## config.mk

```make
export PLATFORM = sky130hd
export DESIGN_NAME = cpuif_arbiter
export DESIGN_NICKNAME = d
export VERILOG_FILES = /design/src/rtl/cpuif_arbiter_pkg.sv /design/src/rtl/cpuif_arbiter_rr.sv /design/src/rtl/cpuif_arbiter.sv
export SDC_FILE = /design/constraint.sdc
export NUM_CORES = 1
export LEC_CHECK = 0
export ABC_AREA = 1
export CAP_MARGIN = 20
export CORE_ASPECT_RATIO = 0.8
export CORE_MARGIN = 2
export CORE_UTILIZATION = 35
export CTS_CLUSTER_DIAMETER = 120
export CTS_CLUSTER_SIZE = 10
export DETAILED_ROUTE_END_ITERATION = 12
export PLACE_DENSITY = 0.79
export SYNTH_ARGS = -nofsm -noshare
export SYNTH_HDL_FRONTEND = slang
export SYNTH_HIERARCHICAL = 1
export SYNTH_SLANG_ARGS = --single-unit
```

## constraint.sdc

```tcl
create_clock -name clk -period 1.65 [get_ports clk]
set_clock_uncertainty 0.1 [all_clocks]
set_input_delay 0.165 -clock clk [delete_from_list [all_inputs] [get_ports clk]]
set_output_delay 0.165 -clock clk [all_outputs]
set_load 0.05 [all_outputs]
```

## src/rtl/cpuif_arbiter_pkg.sv

```systemverilog
// rtl/cpuif_arbiter_pkg.sv - shared types for the cpuif round-robin arbiter
package cpuif_arbiter_pkg;

  localparam int MAX_IDX_W = 3;

  typedef enum logic [1:0] {
    ST_IDLE,
    ST_ISSUE,
    ST_WAIT,
    ST_RESP
  } arb_state_e;

  typedef struct packed {
    logic                 is_wr;
    logic [MAX_IDX_W-1:0] idx;
  } cap_req_t;

  function automatic int idx_width(input int n);
    return (n > 1) ? $clog2(n) : 1;
  endfunction

endpackage

```

## src/rtl/cpuif_arbiter_rr.sv

```systemverilog
// rtl/cpuif_arbiter_rr.sv - combinational round-robin pick, rr_ptr has top priority
module rr_arbiter
  import cpuif_arbiter_pkg::*;
#(
  parameter int NUM_REQ = 2,
  localparam int IDX_W = idx_width(NUM_REQ)
) (
  input  logic [NUM_REQ-1:0] req,
  input  logic [IDX_W-1:0]   rr_ptr,
  output logic [NUM_REQ-1:0] grant,
  output logic [IDX_W-1:0]   grant_idx,
  output logic               any
);

  function automatic int wrap_add(input int base, input int ofs);
    int s;
    s = base + ofs;
    if (s >= NUM_REQ) s = s - NUM_REQ;
    return s;
  endfunction

  always_comb begin
    grant     = '0;
    grant_idx = '0;
    any       = 1'b0;
    for (int k = 0; k < NUM_REQ; k++) begin
      if (!any && req[wrap_add(int'(rr_ptr), k)]) begin
        any                                 = 1'b1;
        grant[wrap_add(int'(rr_ptr), k)]    = 1'b1;
        grant_idx                           = IDX_W'(wrap_add(int'(rr_ptr), k));
      end
    end
  end

endmodule

```

## src/rtl/cpuif_arbiter.sv

```systemverilog
// rtl/cpuif_arbiter.sv - shares one regblock cpuif between NUM_REQ requesters
module cpuif_arbiter
  import cpuif_arbiter_pkg::*;
#(
  parameter int NUM_REQ    = 2,
  parameter int ADDR_WIDTH = 32,
  parameter int DATA_WIDTH = 32,
  parameter int TIMEOUT    = 64
) (
  input  logic                          clk,
  input  logic                          arst_n,
  input  logic [NUM_REQ-1:0]            m_req,
  input  logic [NUM_REQ-1:0]            m_is_wr,
  input  logic [NUM_REQ*ADDR_WIDTH-1:0] m_addr,
  input  logic [NUM_REQ*DATA_WIDTH-1:0] m_wr_data,
  input  logic [NUM_REQ*DATA_WIDTH-1:0] m_wr_biten,
  output logic [NUM_REQ-1:0]            m_ack,
  output logic                          m_err,
  output logic [DATA_WIDTH-1:0]         m_rd_data,
  output logic                          cpuif_req,
  output logic                          cpuif_req_is_wr,
  output logic [ADDR_WIDTH-1:0]         cpuif_addr,
  output logic [DATA_WIDTH-1:0]         cpuif_wr_data,
  output logic [DATA_WIDTH-1:0]         cpuif_wr_biten,
  input  logic                          cpuif_req_stall_wr,
  input  logic                          cpuif_req_stall_rd,
  input  logic                          cpuif_rd_ack,
  input  logic                          cpuif_rd_err,
  input  logic [DATA_WIDTH-1:0]         cpuif_rd_data,
  input  logic                          cpuif_wr_ack,
  input  logic                          cpuif_wr_err
);

  localparam int IDX_W = idx_width(NUM_REQ);
  localparam int CNT_W = $clog2(TIMEOUT) + 1;

  arb_state_e           state;
  cap_req_t             cap;
  logic [NUM_REQ-1:0]   cap_oh;
  logic [NUM_REQ-1:0]   grant;
  logic [IDX_W-1:0]     rr_ptr;
  logic [IDX_W-1:0]     grant_idx;
  logic [IDX_W-1:0]     next_ptr;
  logic                 any_req;
  logic [CNT_W-1:0]     cnt;
  logic                 cur_stall;
  logic                 cur_ack;
  logic                 cur_err;
  logic                 timed_out;

  rr_arbiter #(.NUM_REQ(NUM_REQ)) u_rr (
    .req       (m_req),
    .rr_ptr    (rr_ptr),
    .grant     (grant),
    .grant_idx (grant_idx),
    .any       (any_req)
  );

  // Only the handshake matching the latched direction is ever looked at.
  always_comb begin
    cur_stall = cap.is_wr ? cpuif_req_stall_wr : cpuif_req_stall_rd;
    cur_ack   = cap.is_wr ? cpuif_wr_ack : cpuif_rd_ack;
    cur_err   = cap.is_wr ? cpuif_wr_err : cpuif_rd_err;
    timed_out = (cnt + CNT_W'(1)) == CNT_W'(TIMEOUT - 1);
    next_ptr  = (int'(cap.idx) >= NUM_REQ - 1) ? '0 : IDX_W'(int'(cap.idx) + 1);
  end

  always_ff @(posedge clk or negedge arst_n) begin
    if (!arst_n) begin
      state           <= ST_IDLE;
      rr_ptr          <= '0;
      cnt             <= '0;
      cap             <= '0;
      cap_oh          <= '0;
      cpuif_req       <= 1'b0;
      cpuif_req_is_wr <= 1'b0;
      cpuif_addr      <= '0;
      cpuif_wr_data   <= '0;
      cpuif_wr_biten  <= '0;
      m_ack           <= '0;
      m_err           <= 1'b0;
      m_rd_data       <= '0;
    end else begin
      m_ack     <= '0;
      m_err     <= 1'b0;
      m_rd_data <= '0;
      case (state)
        ST_IDLE: begin
          if (any_req) begin
            cap_oh          <= grant;
            cap.idx         <= MAX_IDX_W'(grant_idx);
            cap.is_wr       <= m_is_wr[grant_idx];
            cpuif_req_is_wr <= m_is_wr[grant_idx];
            cpuif_addr      <= m_addr[int'(grant_idx)*ADDR_WIDTH +: ADDR_WIDTH];
            cpuif_wr_data   <= m_wr_data[int'(grant_idx)*DATA_WIDTH +: DATA_WIDTH];
            cpuif_wr_biten  <= m_wr_biten[int'(grant_idx)*DATA_WIDTH +: DATA_WIDTH];
            cpuif_req       <= 1'b1;
            state           <= ST_ISSUE;
          end
        end
        ST_ISSUE: begin
          if (!cur_stall) begin
            cpuif_req <= 1'b0;
            cnt       <= '0;
            if (cur_ack) begin
              m_ack     <= cap_oh;
              m_err     <= cur_err;
              m_rd_data <= cap.is_wr ? '0 : cpuif_rd_data;
              state     <= ST_RESP;
            end else begin
              state <= ST_WAIT;
            end
          end
        end
        ST_WAIT: begin
          cnt <= cnt + CNT_W'(1);
          // A real ack beats a timeout landing on the same cycle.
          if (cur_ack) begin
            m_ack     <= cap_oh;
            m_err     <= cur_err;
            m_rd_data <= cap.is_wr ? '0 : cpuif_rd_data;
            state     <= ST_RESP;
          end else if (timed_out) begin
            m_ack <= cap_oh;
            m_err <= 1'b1;
            state <= ST_RESP;
          end
        end
        ST_RESP: begin
          rr_ptr <= next_ptr;
          state  <= ST_IDLE;
        end
        default: state <= ST_IDLE;
      endcase
    end
  end

endmodule

```

**Run 1: M1 wires**

Bar = 50 um.
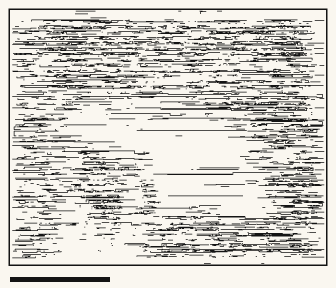
longest straight run = 54.7 um
nets with wire on the layer = 1200
share of all routed wire = 39%

**Run 1: met2 routing**

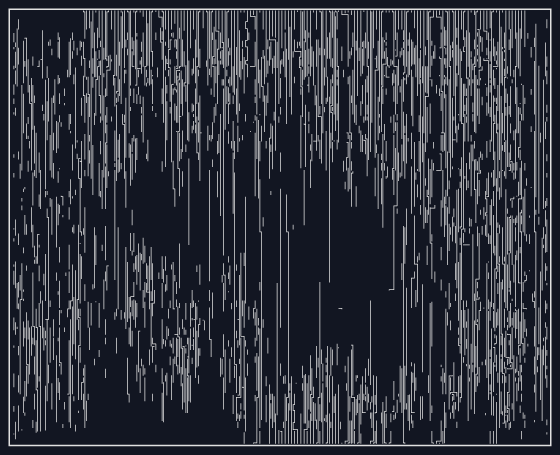
wire length on this layer = 12700 um
nets with wire on the layer = 1160
longest straight run = 63.2 um

**Run 1: the metal 3 layer**

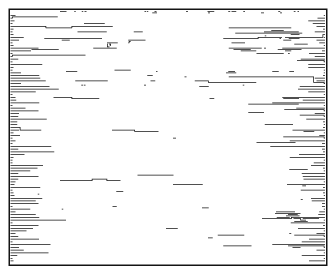
share of all routed wire = 8.4%
nets with wire on the layer = 239
wire length on this layer = 2190 um

**Run 1: metal 4**

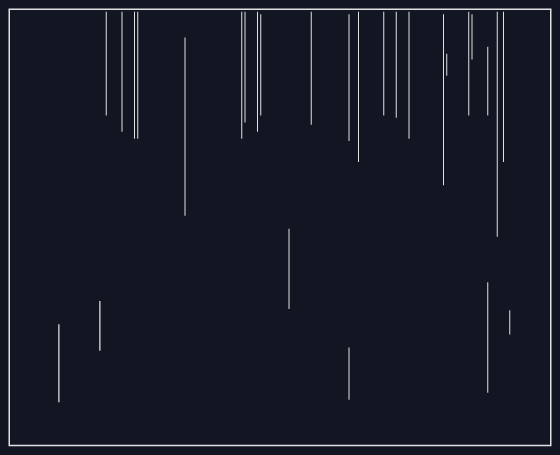
wire length on this layer = 873 um
longest straight run = 65.3 um

## run 1: worst reg2reg max path: cells and delay by family (launching register included)
family	cells	cell delay, ns
flops	1	0.41
fa+ha+maj	1	0.17
simple gates	12	0.88
## run 1: stage by stage
stage / utilization (%) / setup slack, ns
after global routing: 63.51 / -0.1191
after detailed placement: 57.19 / -0.2760
after global placement: 57.19 / -0.2314
after floorplan: - / 0.04799
final: 63.51 / 0.02883
after CTS: 60.55 / -0.004493
## run 1: power breakdown
part | total (mW) | switching, mW | leakage [nW] | internal [mW]
clock | 3.93 | 1.56 | 0.279 | 2.37
sequential | 5.98 | 0.927 | 1.75 | 5.05
combinational | 14.7 | 9.56 | 3.03 | 5.10
==> impl_metrics.xml, run 1 <==
<?xml version="1.0" encoding="UTF-8"?>
<metrics>
  <group name="sta">
    <metric name="final.setup.tns" unit="ns">0</metric>
    <metric name="rsz0062_at_grt" unit="">yes</metric>
    <metric name="worstMarginPinSlew" unit="ns">0.4444</metric>
    <metric name="timing_hold_violations_final" unit="">0</metric>
    <metric name="setup-violations-final" unit="">0</metric>
    <metric name="maxSlewHeadroom" unit="%">70.37</metric>
  </group>
  <group name="finish">
    <metric name="finish.net_count" unit="">1366</metric>
    <metric name="layout.non_clock_buffers" unit="">415</metric>
    <metric name="drive_gt1_share" unit="%">27.25</metric>
    <metric name="layout.cells.non_filler" unit="">1388</metric>
    <metric name="layout.buffer.nonclock.area_share" unit="%">35.39</metric>
    <metric name="n_multi_input_combinational_cell" unit="">517</metric>
    <metric name="non_clock_inverter_count" unit="">26</metric>
    <metric name="largest_contributor_to_cell_area_by_class" unit="">buffers</metric>
    <metric name="comb_area_share" unit="%">24.48</metric>
    <metric name="layout.area.seq" unit="um^2">3656</metric>
    <metric name="postLayoutCellArea" unit="um^2">11640</metric>
    <metric name="num_sequential" unit="">146</metric>
    <metric name="clock_buffer_count" unit="">18</metric>
    <metric name="area_delta_synth_final" unit="%">76.36</metric>
    <metric name="layout_top_cell_excl_fill_tap" unit="">clkdlybuf4s50_1</metric>
    <metric name="filler_cell_count" unit="">1489</metric>
    <metric name="clkCellAreaFrac" unit="%">5.040</metric>
    <metric name="antenna_cells_inserted" unit="">1</metric>
  </group>
  <group name="global_routing">
    <metric name="gr-total-overflow" unit="">0</metric>
    <metric name="groute.layer.met2.usage" unit="%">38.99</metric>
    <metric name="grt_pass1_vias" unit="">6726</metric>
    <metric name="antenna_found_initial" unit="">1</metric>
  </group>
  <group name="route">
    <metric name="dr_total_vias" unit="">6886</metric>
    <metric name="drt_first_iter_violations" unit="">482</metric>
    <metric name="postRouteAntennaNets" unit="">0</metric>
    <metric name="route.detailed.vias_per_inst" unit="">4.961</metric>
    <metric name="maxUsedRoutingLayer" unit="">met4</metric>
    <metric name="postRouteWirelength" unit="mm">25.97</metric>
    <metric name="met3RoutedLength" unit="mm">2.188</metric>
    <metric name="drt_drc_violations_left" unit="">0</metric>
    <metric name="m1WireLength" unit="mm">10.23</metric>
    <metric name="drt_pass1_iterations" unit="">5</metric>
  </group>
  <group name="yosys">
    <metric name="ys_cells" unit="">737</metric>
    <metric name="asr_flop_ratio_synth" unit="%">100.0</metric>
    <metric name="sequential_share_of_the_synthesized_area" unit="%">55.34</metric>
    <metric name="synthAdderAreaFrac" unit="%">1.327</metric>
    <metric name="synth.avg_cell_area" unit="um^2">8.957</metric>
    <metric name="synthSimpleGateAreaFrac" unit="%">21.17</metric>
    <metric name="topCombFamilyByArea" unit="">simple AND/OR/NAND/NOR gates</metric>
    <metric name="yosys_register_bits" unit="">146</metric>
    <metric name="syn-num-nets" unit="">980</metric>
    <metric name="compound_area_share" unit="%">16.91</metric>
    <metric name="synth_largest_type_area_fraction" unit="%">55.34</metric>
    <metric name="synthDistinctLibCells" unit="">28</metric>
    <metric name="postSynthCellCount" unit="">737</metric>
    <metric name="synth_top_cell_by_area" unit="">dfrtp_1</metric>
    <metric name="edf_count" unit="">0</metric>
    <metric name="cells_taking_the_most_area_after_synthesis" unit="">dfrtp_1 55%, a21oi_1 15%, nand2_1 7.6%</metric>
    <metric name="most_common_cell" unit="">a21oi_1</metric>
    <metric name="yosys.area_share.xor_xnor" unit="%">0</metric>
    <metric name="syn_area" unit="um^2">6601</metric>
  </group>
  <group name="pwr">
    <metric name="design_power_total" unit="mW">24.57</metric>
  </group>
  <group name="die">
    <metric name="core" unit="um^2">18330</metric>
    <metric name="die_area" unit="um^2">19980</metric>
    <metric name="tap-cell-count" unit="">253</metric>
    <metric name="fp.dieH" unit="um">126.8</metric>
    <metric name="floorplan.initialDensity" unit="%">36.01</metric>
  </group>
  <group name="worst_setup_path">
    <metric name="register_to_register_path_setup_slack" unit="ns">0.03</metric>
    <metric name="worst-r2r-cell-count" unit="">13</metric>
    <metric name="path_max_fanout" unit="">4</metric>
    <metric name="path_cells" unit="">ha_4 -&gt; nand2_4 -&gt; nor2_4 -&gt; nand2_1 -&gt; nand2_1 -&gt; nand2_1 -&gt; nor2_1 -&gt; nand2_1 -&gt; nand2_1 -&gt; nand2_1 -&gt; nand2_1 -&gt; nand2_2 -&gt; nor2_1</metric>
    <metric name="worstReg2RegStart" unit="">cnt[1]$_DFFE_PN0P_</metric>
    <metric name="path_buffers" unit="">0</metric>
    <metric name="crit-reg2reg-capture" unit="">m_ack[1]$_DFF_PN0_</metric>
    <metric name="crit_end" unit="">m_ack[1]$_DFF_PN0_</metric>
    <metric name="cp_data_required_time" unit="ns">1.89</metric>
    <metric name="path_delay_family" unit="">simple AND/OR/NAND/NOR gates</metric>
    <metric name="worst-setup-path-type" unit="">reg -&gt; reg</metric>
    <metric name="data_arrival_time_of_the_worst_path" unit="ns">1.86</metric>
  </group>
  <group name="clock_network">
    <metric name="clock_insertion_delay_worst_skew" unit="ns">0.41</metric>
    <metric name="cts-buffers-inserted" unit="">17</metric>
    <metric name="cts_max_path_buffers" unit="">2</metric>
    <metric name="cts_setup_buffers" unit="">0</metric>
    <metric name="htree_levels" unit="">4</metric>
  </group>
  <group name="run">
    <metric name="warnings" unit="">33</metric>
    <metric name="drv_cap" unit="">0</metric>
  </group>
  <group name="placed_design">
    <metric name="routability_cong" unit="">0.8782</metric>
    <metric name="cell_area_reported_after_detailed_placement" unit="um^2">10490</metric>
    <metric name="place_inst" unit="">1344</metric>
    <metric name="dp.final_hpwl" unit="mm">17.26</metric>
  </group>
  <group name="outcome">
    <metric name="outcome" unit="">finished, final reports clean</metric>
  </group>
</metrics>
**Run 1: routing congestion map**

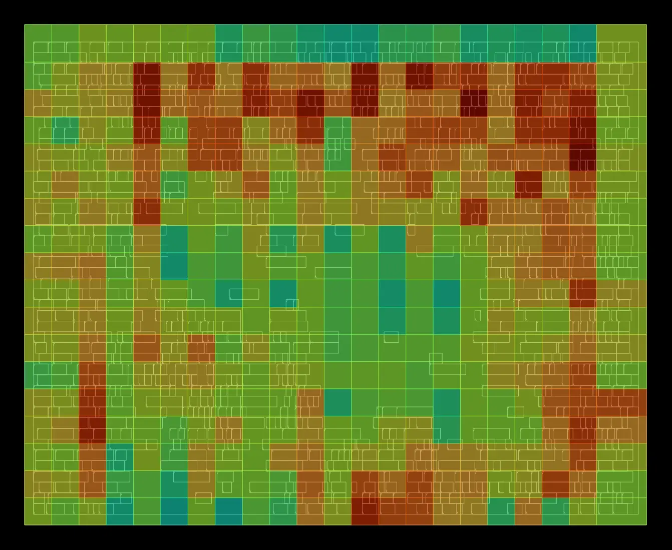

--- run 2 (diff from run 1) ---
--- a/config.mk
+++ b/config.mk
@@ -8,7 +8,6 @@
 export ABC_AREA = 1
 export CAP_MARGIN = 20
 export CORE_ASPECT_RATIO = 0.8
-export CORE_MARGIN = 2
 export CORE_UTILIZATION = 35
 export CTS_CLUSTER_DIAMETER = 120
 export CTS_CLUSTER_SIZE = 10
**Run 2: routing congestion map**

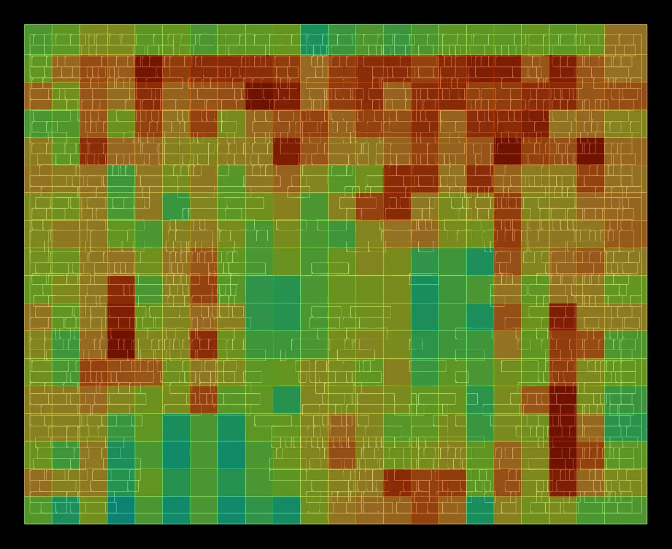
average wire per cell in the routed design: 18.36 um
layer with the highest usage after global routing: met2
utilization after layout: 63.01%
fraction of met3 tracks used by global routing: 8.107%

**Run 2: M1 wires**

Bar = 50 um.
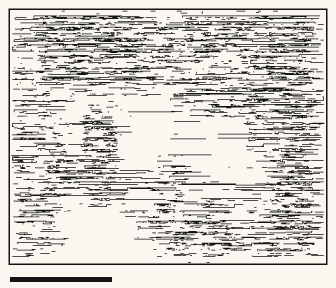
routing usage on met1: 29.11%
total routed wirelength: 25.59 mm
count of vias placed by the detailed router: 6959

==> run 2 against run 1 <==
Effect of this change:
- via count grew 1.1%
- cell area shrank 1.1%
- clock-buffer cell count grew 3
- sequential cell count is the same
- wire length shrank 1.5%
- worst hold slack lost 0.019 ns
- clock power shrank 5.6%
- die area shrank 2.8%
- largest cell class unchanged
- combinational power is essentially flat
==> impl_metrics.xml, run 2 <==
<?xml version="1.0" encoding="UTF-8"?>
<metrics>
  <group name="finish">
    <metric name="layout.buffer.nonclock.area_share" unit="%">35.30</metric>
    <metric name="filler_cell_count" unit="">1478</metric>
    <metric name="finish.net_count" unit="">1370</metric>
    <metric name="layout_top_cell_excl_fill_tap" unit="">clkdlybuf4s50_1</metric>
    <metric name="non_clock_inverter_count" unit="">26</metric>
    <metric name="mi_comb_area" unit="um^2">2804</metric>
    <metric name="layout.cells.non_filler" unit="">1394</metric>
    <metric name="num_sequential" unit="">146</metric>
    <metric name="largest_contributor_to_cell_area_by_class" unit="">buffers</metric>
    <metric name="drive_gt1_share" unit="%">26.49</metric>
    <metric name="comb_area_share" unit="%">24.35</metric>
    <metric name="n_multi_input_combinational_cell" unit="">518</metric>
    <metric name="layout.non_clock_buffers" unit="">418</metric>
    <metric name="area_delta_synth_final" unit="%">74.47</metric>
    <metric name="layout.area.seq" unit="um^2">3657</metric>
  </group>
  <group name="worst_setup_path">
    <metric name="data_arrival_time_of_the_worst_path" unit="ns">1.89</metric>
    <metric name="setup.worst_path.end_class" unit="">register</metric>
    <metric name="path_delay_family" unit="">simple AND/OR/NAND/NOR gates</metric>
    <metric name="register_to_register_path_setup_slack" unit="ns">0.01</metric>
    <metric name="crit_end" unit="">m_ack[1]$_DFF_PN0_</metric>
    <metric name="critical_path.max_stage_delay" unit="ns">0.35</metric>
    <metric name="worst-setup-path-type" unit="">reg -&gt; reg</metric>
    <metric name="crit-reg2reg-capture" unit="">m_ack[1]$_DFF_PN0_</metric>
    <metric name="path_buffers" unit="">0</metric>
    <metric name="path_max_fanout" unit="">4</metric>
    <metric name="worst-r2r-cell-count" unit="">13</metric>
    <metric name="worstReg2RegStart" unit="">cnt[0]$_DFFE_PN0P_</metric>
    <metric name="cp_data_required_time" unit="ns">1.90</metric>
  </group>
  <group name="die">
    <metric name="die_width" unit="um">155.5</metric>
    <metric name="die_area" unit="um^2">19420</metric>
    <metric name="core" unit="um^2">18280</metric>
    <metric name="floorplan.initialDensity" unit="%">36.12</metric>
    <metric name="fp.dieH" unit="um">124.8</metric>
    <metric name="tap-cell-count" unit="">253</metric>
  </group>
  <group name="global_routing">
    <metric name="antenna_found_initial" unit="">1</metric>
    <metric name="grt_pass1_vias" unit="">6892</metric>
    <metric name="groute.layer.met2.usage" unit="%">43.31</metric>
    <metric name="gr-total-overflow" unit="">0</metric>
  </group>
  <group name="yosys">
    <metric name="syn-num-nets" unit="">980</metric>
    <metric name="synth.area.mux_share" unit="%">0</metric>
    <metric name="syn_area" unit="um^2">6601</metric>
    <metric name="synth.avg_cell_area" unit="um^2">8.957</metric>
    <metric name="sequential_share_of_the_synthesized_area" unit="%">55.34</metric>
    <metric name="synthDistinctLibCells" unit="">28</metric>
    <metric name="compound_area_share" unit="%">16.91</metric>
    <metric name="synthSimpleGateAreaFrac" unit="%">21.17</metric>
    <metric name="asr_flop_ratio_synth" unit="%">100.0</metric>
    <metric name="ys_cells" unit="">737</metric>
    <metric name="yosys.area_share.xor_xnor" unit="%">0</metric>
    <metric name="edf_count" unit="">0</metric>
    <metric name="synth_top_cell_by_area" unit="">dfrtp_1</metric>
    <metric name="cells_taking_the_most_area_after_synthesis" unit="">dfrtp_1 55%, a21oi_1 15%, nand2_1 7.6%</metric>
    <metric name="yosys_register_bits" unit="">146</metric>
    <metric name="synth_largest_type_area_fraction" unit="%">55.34</metric>
    <metric name="most_common_cell" unit="">a21oi_1</metric>
    <metric name="postSynthCellCount" unit="">737</metric>
    <metric name="synthAdderAreaFrac" unit="%">1.327</metric>
  </group>
  <group name="sta">
    <metric name="timing_hold_violations_final" unit="">0</metric>
    <metric name="worstMarginPinSlew" unit="ns">0.4101</metric>
    <metric name="maxSlewHeadroom" unit="%">72.66</metric>
    <metric name="fin_ws" unit="ns">0.01115</metric>
    <metric name="setup-violations-final" unit="">0</metric>
    <metric name="rsz0062_at_grt" unit="">yes</metric>
    <metric name="final.setup.tns" unit="ns">0</metric>
  </group>
  <group name="run">
    <metric name="drv_cap" unit="">0</metric>
  </group>
  <group name="clock_network">
    <metric name="cts-buffers-inserted" unit="">17</metric>
    <metric name="cts_setup_buffers" unit="">0</metric>
    <metric name="htree_levels" unit="">4</metric>
    <metric name="clock_insertion_delay_worst_skew" unit="ns">0.41</metric>
    <metric name="cts_max_path_buffers" unit="">2</metric>
  </group>
  <group name="route">
    <metric name="route.detailed.vias_per_inst" unit="">4.992</metric>
    <metric name="m1WireLength" unit="mm">9.870</metric>
    <metric name="drt_drc_violations_left" unit="">0</metric>
    <metric name="drt_pass1_iterations" unit="">5</metric>
    <metric name="maxUsedRoutingLayer" unit="">met4</metric>
    <metric name="met3RoutedLength" unit="mm">2.297</metric>
    <metric name="drt_first_iter_violations" unit="">663</metric>
    <metric name="postRouteAntennaNets" unit="">0</metric>
  </group>
  <group name="pwr">
    <metric name="irDropWorstVdd" unit="V">0.001145</metric>
    <metric name="net_switching_power_figure" unit="mW">12.00</metric>
    <metric name="logic_pwr_share" unit="%">60.0</metric>
    <metric name="pwr-share-clk" unit="%">15.4</metric>
    <metric name="switching_share" unit="%">49.83</metric>
    <metric name="cellInternalPower" unit="mW">12.08</metric>
    <metric name="share_seq_of_total_power" unit="%">24.6</metric>
  </group>
  <group name="placed_design">
    <metric name="place_inst" unit="">1347</metric>
    <metric name="routability_cong" unit="">0.8655</metric>
    <metric name="post-place-ws" unit="ns">-0.2443</metric>
    <metric name="dp.final_hpwl" unit="mm">17.67</metric>
  </group>
  <group name="outcome">
    <metric name="outcome" unit="">finished, final reports clean</metric>
  </group>
</metrics>
**Run 2: met2 routing**

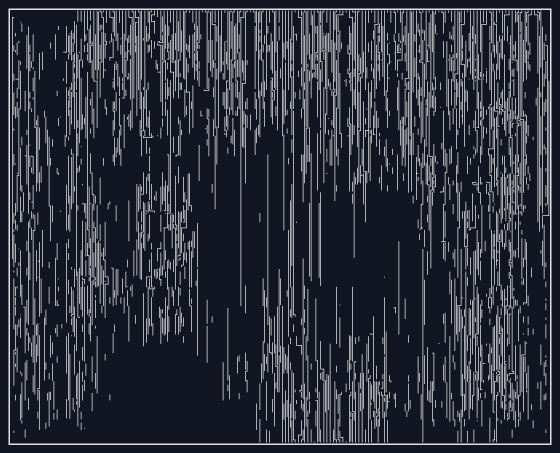
main direction = vertical
wire length on this layer = 12600 um
nets with wire on the layer = 1156
share of all routed wire = 49%

[run 2: cell counts after synthesis]
Identical to the previous run, type by type.
[run 2: power groups by stage]
stage,registers (mW),clock network [mW],logic (mW)
6_report,5.93,3.71,14.4
5_1_grt,6.06,3.95,15.3
4_1_cts,5.87,3.77,13.5
3_5_place_dp,5.91,0,13.1
3_3_place_gp,5.88,0,12.9
2_1_floorplan,10.4,0,4.10
[run 2: per-stage QoR]
step	instance area (um^2)	total power, mW
final	11520	24.09
after global routing	11520	25.30
after CTS	11140	23.11
after detailed placement	10500	19.06
after global placement	10500	18.82
after floorplan	6611	14.52
[run 2: worst register-to-register path, delay by kind of cell (launching register included)]
kind | cells | cell delay, ns
fa+ha+maj | 1 | 0.21
simple gates | 12 | 0.92
flops | 1 | 0.35
Power figures rest on the tool's default switching activity, not on a simulated workload.
